--- src/rtl/cover_sched_pkg.sv ---
// Shared types and constants for the toggle-valid cover event scheduler.
package cover_sched_pkg;

    // Output-side FSM: EMPTY has no event presented, HOLD presents one.
    typedef enum logic [0:0] {
        ST_EMPTY = 1'b0,
        ST_HOLD  = 1'b1
    } sched_state_t;

    // Global cover point index as seen by the sink.
    typedef logic [63:0] cover_index_t;

    // Saturation ceiling for the coalesced-event counter.
    localparam logic [31:0] MERGED_CNT_MAX = 32'hFFFF_FFFF;

endpackage

--- src/rtl/cover_rr_arb.sv ---
// Round-robin arbiter over requester groups.
// The search starts at the group after the last grant and wraps to 0;
// after reset group 0 has first priority.
module cover_rr_arb #(
    parameter int NUM_REQ = 4
) (
    input  logic               clock,
    input  logic               reset,
    input  logic [NUM_REQ-1:0] req,
    input  logic               advance,
    output logic [NUM_REQ-1:0] grant,
    output logic               any_req
);
    import cover_sched_pkg::*;

    localparam int PW = (NUM_REQ > 1) ? $clog2(NUM_REQ) : 1;

    logic [PW-1:0] ptr_reg;
    logic [PW-1:0] ptr_next;
    logic [PW-1:0] gidx;
    logic          found;

    // Rotated priority search starting at ptr_reg; first requester wins.
    always_comb begin
        logic [PW:0] idx_wide;
        grant    = '0;
        gidx     = '0;
        found    = 1'b0;
        idx_wide = '0;
        for (int i = 0; i < NUM_REQ; i++) begin
            idx_wide = {1'b0, ptr_reg} + (PW+1)'(i);
            if (idx_wide >= (PW+1)'(NUM_REQ)) begin
                idx_wide = idx_wide - (PW+1)'(NUM_REQ);
            end
            if (!found && req[idx_wide[PW-1:0]]) begin
                found                   = 1'b1;
                gidx                    = idx_wide[PW-1:0];
                grant[idx_wide[PW-1:0]] = 1'b1;
            end
        end
    end

    assign any_req = found;

    // Next start point is the group after the one granted, wrapping.
    always_comb begin
        ptr_next = ptr_reg;
        if (advance && found) begin
            ptr_next = (gidx == PW'(NUM_REQ - 1)) ? '0 : gidx + PW'(1);
        end
    end

    // Pointer register, cleared so group 0 is searched first.
    always_ff @(posedge clock) begin
        if (!reset) begin
            ptr_reg <= '0;
        end else begin
            ptr_reg <= ptr_next;
        end
    end

endmodule

--- src/rtl/cover_toggle_sched.sv ---
// Toggle-valid cover event scheduler: latches valid pulses into a pending
// bitmap and presents them one at a time on a valid/ready output.
// Optional feature macro: COVER_TOGGLE_DEDUP_EN (report each point once
// between resets).
module cover_toggle_sched
    import cover_sched_pkg::*;
#(
    parameter int      NUM_GROUPS  = 4,
    parameter int      GROUP_WIDTH = 9,
    parameter longint  COVER_INDEX = 0,
    parameter longint  COVER_TOTAL = 8065
) (
    input  logic                              clock,
    input  logic                              reset,
    input  logic [NUM_GROUPS*GROUP_WIDTH-1:0] valid,
    output logic                              out_valid,
    input  logic                              out_ready,
    output logic [63:0]                       out_index,
    output logic [31:0]                       merged_cnt,
    output logic                              busy
);
    localparam int NB = NUM_GROUPS * GROUP_WIDTH;
    localparam int BW = (GROUP_WIDTH > 1) ? $clog2(GROUP_WIDTH) : 1;
    localparam int GW = (NUM_GROUPS > 1) ? $clog2(NUM_GROUPS) : 1;

    // Index range must fit inside the cover space.
    if (COVER_INDEX + longint'(NB) > COVER_TOTAL) begin : g_bad_cfg
        $error("cover_toggle_sched: COVER_INDEX+NUM_GROUPS*GROUP_WIDTH exceeds COVER_TOTAL");
    end

    sched_state_t       state_reg, state_next;
    logic [NB-1:0]      pending_reg, pending_next;
    cover_index_t       out_index_reg, out_index_next;
    logic [31:0]        merged_cnt_reg, merged_cnt_next;

    logic [NUM_GROUPS-1:0]  group_req;
    logic [NUM_GROUPS-1:0]  group_grant;
    logic                   any_pending;
    logic                   load;
    logic [GROUP_WIDTH-1:0] grp_bits;
    logic [GROUP_WIDTH-1:0] bit_onehot;
    logic [GW-1:0]          sel_group;
    logic [BW-1:0]          sel_bit;
    logic [NB-1:0]          clear_vec;
    logic [NB-1:0]          accept_vec;
    logic [NB-1:0]          merge_vec;

    // Per-group request is the OR of its pending bits.
    for (genvar gi = 0; gi < NUM_GROUPS; gi++) begin : g_req
        assign group_req[gi] = |pending_reg[gi*GROUP_WIDTH +: GROUP_WIDTH];
    end

    cover_rr_arb #(
        .NUM_REQ (NUM_GROUPS)
    ) u_arb (
        .clock   (clock),
        .reset   (reset),
        .req     (group_req),
        .advance (load),
        .grant   (group_grant),
        .any_req (any_pending)
    );

    // A new event is loaded whenever the output slot is free or being freed.
    assign load = any_pending && ((state_reg == ST_EMPTY) || out_ready);

    // Select the granted group's pending bits and its binary group number.
    always_comb begin
        grp_bits  = '0;
        sel_group = '0;
        for (int g = 0; g < NUM_GROUPS; g++) begin
            if (group_grant[g]) begin
                grp_bits  = pending_reg[g*GROUP_WIDTH +: GROUP_WIDTH];
                sel_group = GW'(g);
            end
        end
    end

    // Lowest pending bit of the granted group, one-hot and binary.
    assign bit_onehot = grp_bits & (~grp_bits + GROUP_WIDTH'(1));

    always_comb begin
        sel_bit = '0;
        for (int b = GROUP_WIDTH - 1; b >= 0; b--) begin
            if (grp_bits[b]) begin
                sel_bit = BW'(b);
            end
        end
    end

    // Clear mask for the single bit being handed to the output register.
    for (genvar gi = 0; gi < NB; gi++) begin : g_clr
        assign clear_vec[gi] = load && group_grant[gi / GROUP_WIDTH]
                               && bit_onehot[gi % GROUP_WIDTH];
    end

`ifdef COVER_TOGGLE_DEDUP_EN
    logic [NB-1:0] seen_reg;

    // Points already reported since reset are dropped at the input.
    assign accept_vec = valid & ~seen_reg;

    // Seen bitmap records every point loaded into the output register.
    always_ff @(posedge clock) begin
        if (!reset) begin
            seen_reg <= '0;
        end else begin
            seen_reg <= seen_reg | clear_vec;
        end
    end
`else
    assign accept_vec = valid;
`endif

    // A hit on a bit that stays pending is a coalesced event; a hit on a
    // bit being granted re-arms it instead (set wins over clear).
    assign merge_vec    = accept_vec & pending_reg & ~clear_vec;
    assign pending_next = (pending_reg & ~clear_vec) | accept_vec;

    // Saturating add of the number of coalesced events this cycle.
    always_comb begin
        logic [32:0] sum;
        sum = {1'b0, merged_cnt_reg};
        for (int i = 0; i < NB; i++) begin
            if (merge_vec[i]) begin
                sum = sum + 33'd1;
            end
        end
        merged_cnt_next = sum[32] ? MERGED_CNT_MAX : sum[31:0];
    end

    // Output FSM and index register next-state.
    always_comb begin
        state_next     = state_reg;
        out_index_next = out_index_reg;
        if (load) begin
            state_next     = ST_HOLD;
            out_index_next = cover_index_t'(COVER_INDEX)
                           + cover_index_t'(sel_group) * cover_index_t'(GROUP_WIDTH)
                           + cover_index_t'(sel_bit);
        end else if ((state_reg == ST_HOLD) && out_ready) begin
            state_next = ST_EMPTY;
        end
    end

    // State registers; reset drops any held event without a handshake.
    always_ff @(posedge clock) begin
        if (!reset) begin
            state_reg      <= ST_EMPTY;
            pending_reg    <= '0;
            out_index_reg  <= '0;
            merged_cnt_reg <= '0;
        end else begin
            state_reg      <= state_next;
            pending_reg    <= pending_next;
            out_index_reg  <= out_index_next;
            merged_cnt_reg <= merged_cnt_next;
        end
    end

    assign out_valid  = (state_reg == ST_HOLD);
    assign out_index  = out_index_reg;
    assign merged_cnt = merged_cnt_reg;
    assign busy       = (|pending_reg) || out_valid;

endmodule
--- config.mk ---
export PLATFORM = sky130hd
export DESIGN_NAME = cover_toggle_sched
export DESIGN_NICKNAME = d
export VERILOG_FILES = /design/src/rtl/cover_sched_pkg.sv /design/src/rtl/cover_rr_arb.sv /design/src/rtl/cover_toggle_sched.sv
export SDC_FILE = /design/constraint.sdc
export NUM_CORES = 2
export LEC_CHECK = 0
export CAP_MARGIN = 10
export CORE_MARGIN = 2
export CORE_UTILIZATION = 60
export CTS_BUF_LIST = sky130_fd_sc_hd__clkbuf_16
export DETAILED_ROUTE_END_ITERATION = 12
export HOLD_SLACK_MARGIN = 0.1
export PLACE_DENSITY = 0.84
export SKIP_LAST_GASP = 1
export SYNTH_ARGS = -nofsm -noshare
export SYNTH_HDL_FRONTEND = slang
export SYNTH_SLANG_ARGS = --single-unit
--- constraint.sdc ---
create_clock -name clock -period 78.5 [get_ports clock]
set_input_delay 15.7 -clock clock [delete_from_list [all_inputs] [get_ports clock]]
set_output_delay 15.7 -clock clock [all_outputs]
set_load 0.05 [all_outputs]
m1.png
Drawn at 2 px/um. Supply wires on this layer in grey. Cells faint in the background.
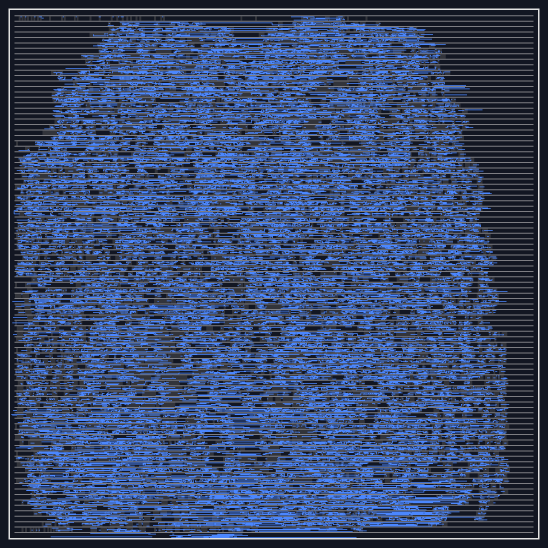
wire length on this layer: 52.9 mm
nets with wire on the layer: 5439
share of all routed wire: 44%
main direction: horizontal
longest straight run: 73.1 um

m2.png
Drawn at 2 px/um.
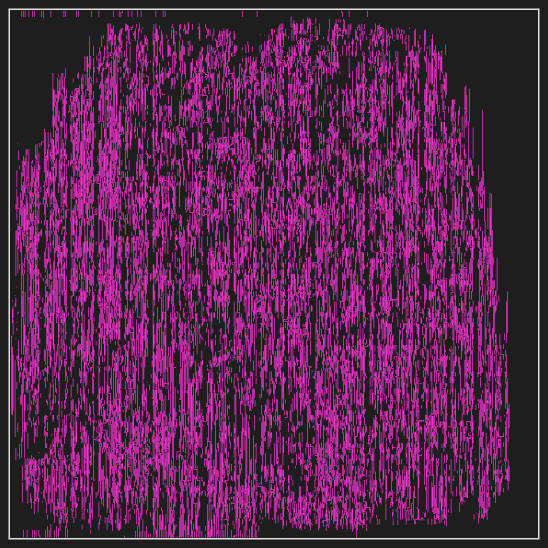
nets with wire on the layer: 5097
wire length on this layer: 54.8 mm
main direction: vertical

m3.png
Drawn at 2 px/um. Cells faint in the background.
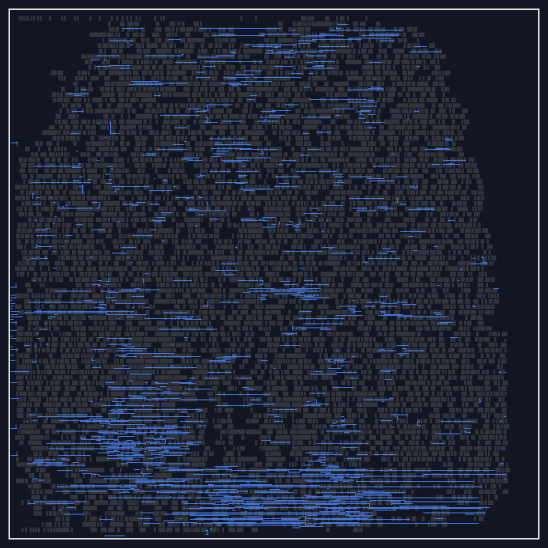
nets with wire on the layer: 666
main direction: horizontal
longest straight run: 155 um
share of all routed wire: 7.0%
wire length on this layer: 8410 um

m4.png
Drawn at 1.5 px/um. Supply wires on this layer in grey. Cells faint in the background.
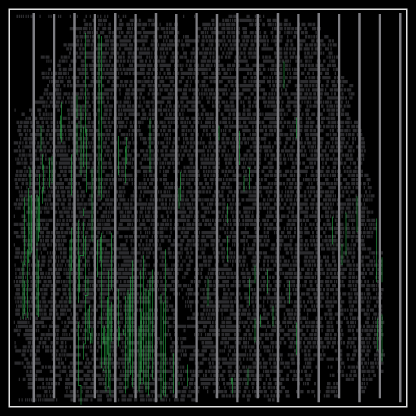
share of all routed wire: 3.1%
wire length on this layer: 3710 um
longest straight run: 109 um
nets with wire on the layer: 107

congestion_map.png
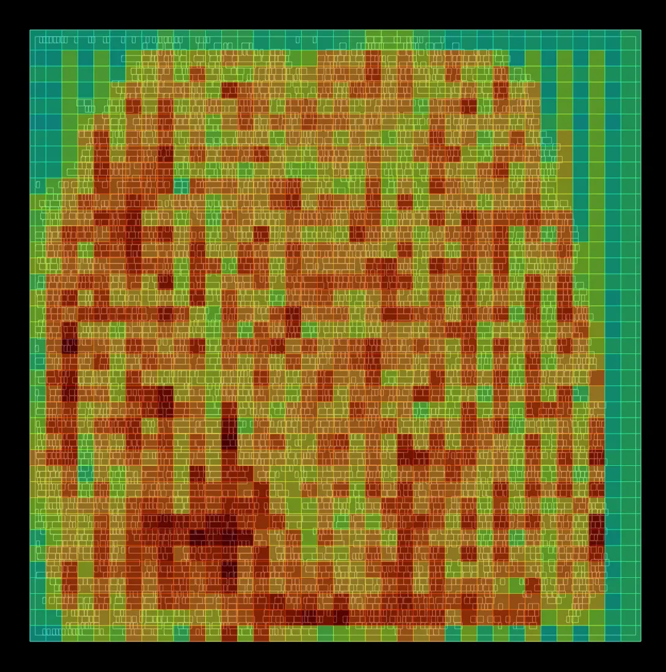
Core Util, Final: 62.5%
GRT met3 Usage: 4.32%
wire length per cell: 18.5 um
Most Crowded Layer GR: met2

## per-stage QoR
stage	power, mW	area (um2)
2_1_floorplan	0.642	40800
4_1_cts	0.817	41900
3_3_place_gp	0.759	41600
3_5_place_dp	0.772	41600
6_report	0.829	41900
5_1_grt	0.907	41900
## placed cells by master, fill, tap and decap left out, drive strengths merged, types with 28 or more instances in the layout
cell type and n:
a2111oi 39, a211o 39, a211oi 98, a21boi 37, a21o 61, a21oi 248, a31oi 101, and2 138
and3 114, and4 41, clkdlybuf4s50 78, conb 58, dfxtp 77, ha 50, inv 102, mux2 31
mux2i 80, nand2 511, nand2b 83, nand3 302, nand3b 34, nand4 109, nor2 554, nor2b 50
nor3 251, nor3b 64, nor4 108, nor4b 32, o2111ai 34, o211a 28, o211ai 93, o21a 55
o21ai 231, o31ai 34, or2 85, or3 116, or4 40, xnor2 557, xnor3 61, xor2 266
## synthesized netlist by cell type, drive strengths merged, types with 108 or more instances
library cell and number:
a21oi 248, xnor2 557, nand3 302, nor2 554, nor4 108, buf 134, nand2 511, and3 114
and2 138, or3 116, o21ai 231, nor3 251, xor2 266, nand4 109
## power breakdown
group	internal [mW]	switching, mW
combinational	0.278	0.458
sequential	0.0440	0.00843
clock	0.0221	0.0184
## worst max-delay path, delay by kind of cell
kind,cells,cell delay [ns]
adder cells (fa/ha/maj),20,5.96
AND/OR/NAND/NOR,39,7.47
multiplexers,4,1.10
XOR/XNOR,10,3.43
buffers and inverters,8,1.20
AND-OR/OR-AND,34,8.23
## kinds of logic after synthesis
family / count (synthesis) / synth area share (%)
AOI/OAI and AO/OA: 1493 / 28.1
xor gates and xnor gates: 900 / 23.8
adders and majority gates: 58 / 1.76
buffers and inverters: 310 / 3.83
DFF: 77 / 3.80
muxes: 111 / 2.86
other: 1 / 0.00925
and+or+nand+nor: 2697 / 35.8
## worst paths after layout
path	start	depth (start not counted)	endpoint
worst max-delay path	out_ready	115	merged_cnt[13]
worst min-delay path	out_index[1]	2	out_index[1]
worst max register to register	u_arb.ptr_reg[0]	119	merged_cnt[13]
worst min register to register	out_index[1]	2	out_index[1]
## layout make-up
cell class | instances | share of cell area [%]
multi-input cells | 5317 | 90.0
clock inverters | 7 | 0.146
repair buffers | 95 | 2.17
inverters | 99 | 0.887
flip-flops and latches | 77 | 3.68
well taps | 873 | 2.61
clock buffers | 9 | 0.538
## per-layer routing
metal	vias up	track usage, %
li1	21295	-
met1	20656	43.3
met2	1588	55.2
met3	238	4.32
met4	2	9.57
met5	-	1.52
==> results.json <==
{
  "status": "completed",
  "ys_cells": 5647,
  "cp-end-kind": "flip-flop",
  "avgSynthCellArea_um2": 7.18,
  "critPathSlowestCell": "xnor2_1",
  "slew_headroom_pct": 26.7,
  "drtIter0Drc": 4059,
  "comb_area_mm2": 0.0377,
  "synthArstFlopShare_pct": 0,
  "track_usage_pct": 32.7,
  "finalHoldViolCount": 0,
  "die_area_mm2": 0.0697,
  "synth_top_area_share_pct": 10.8,
  "nets": 5689,
  "antenna_found_initial": 0,
  "syn_area_mm2": 0.0406,
  "wl_met2_mm": 54.8,
  "rsz0062_at_grt": "false",
  "wl_met3_mm": 8.41,
  "skew_ns": 0.00619
}
Power figures rest on the tool's default switching activity, not on a simulated workload.
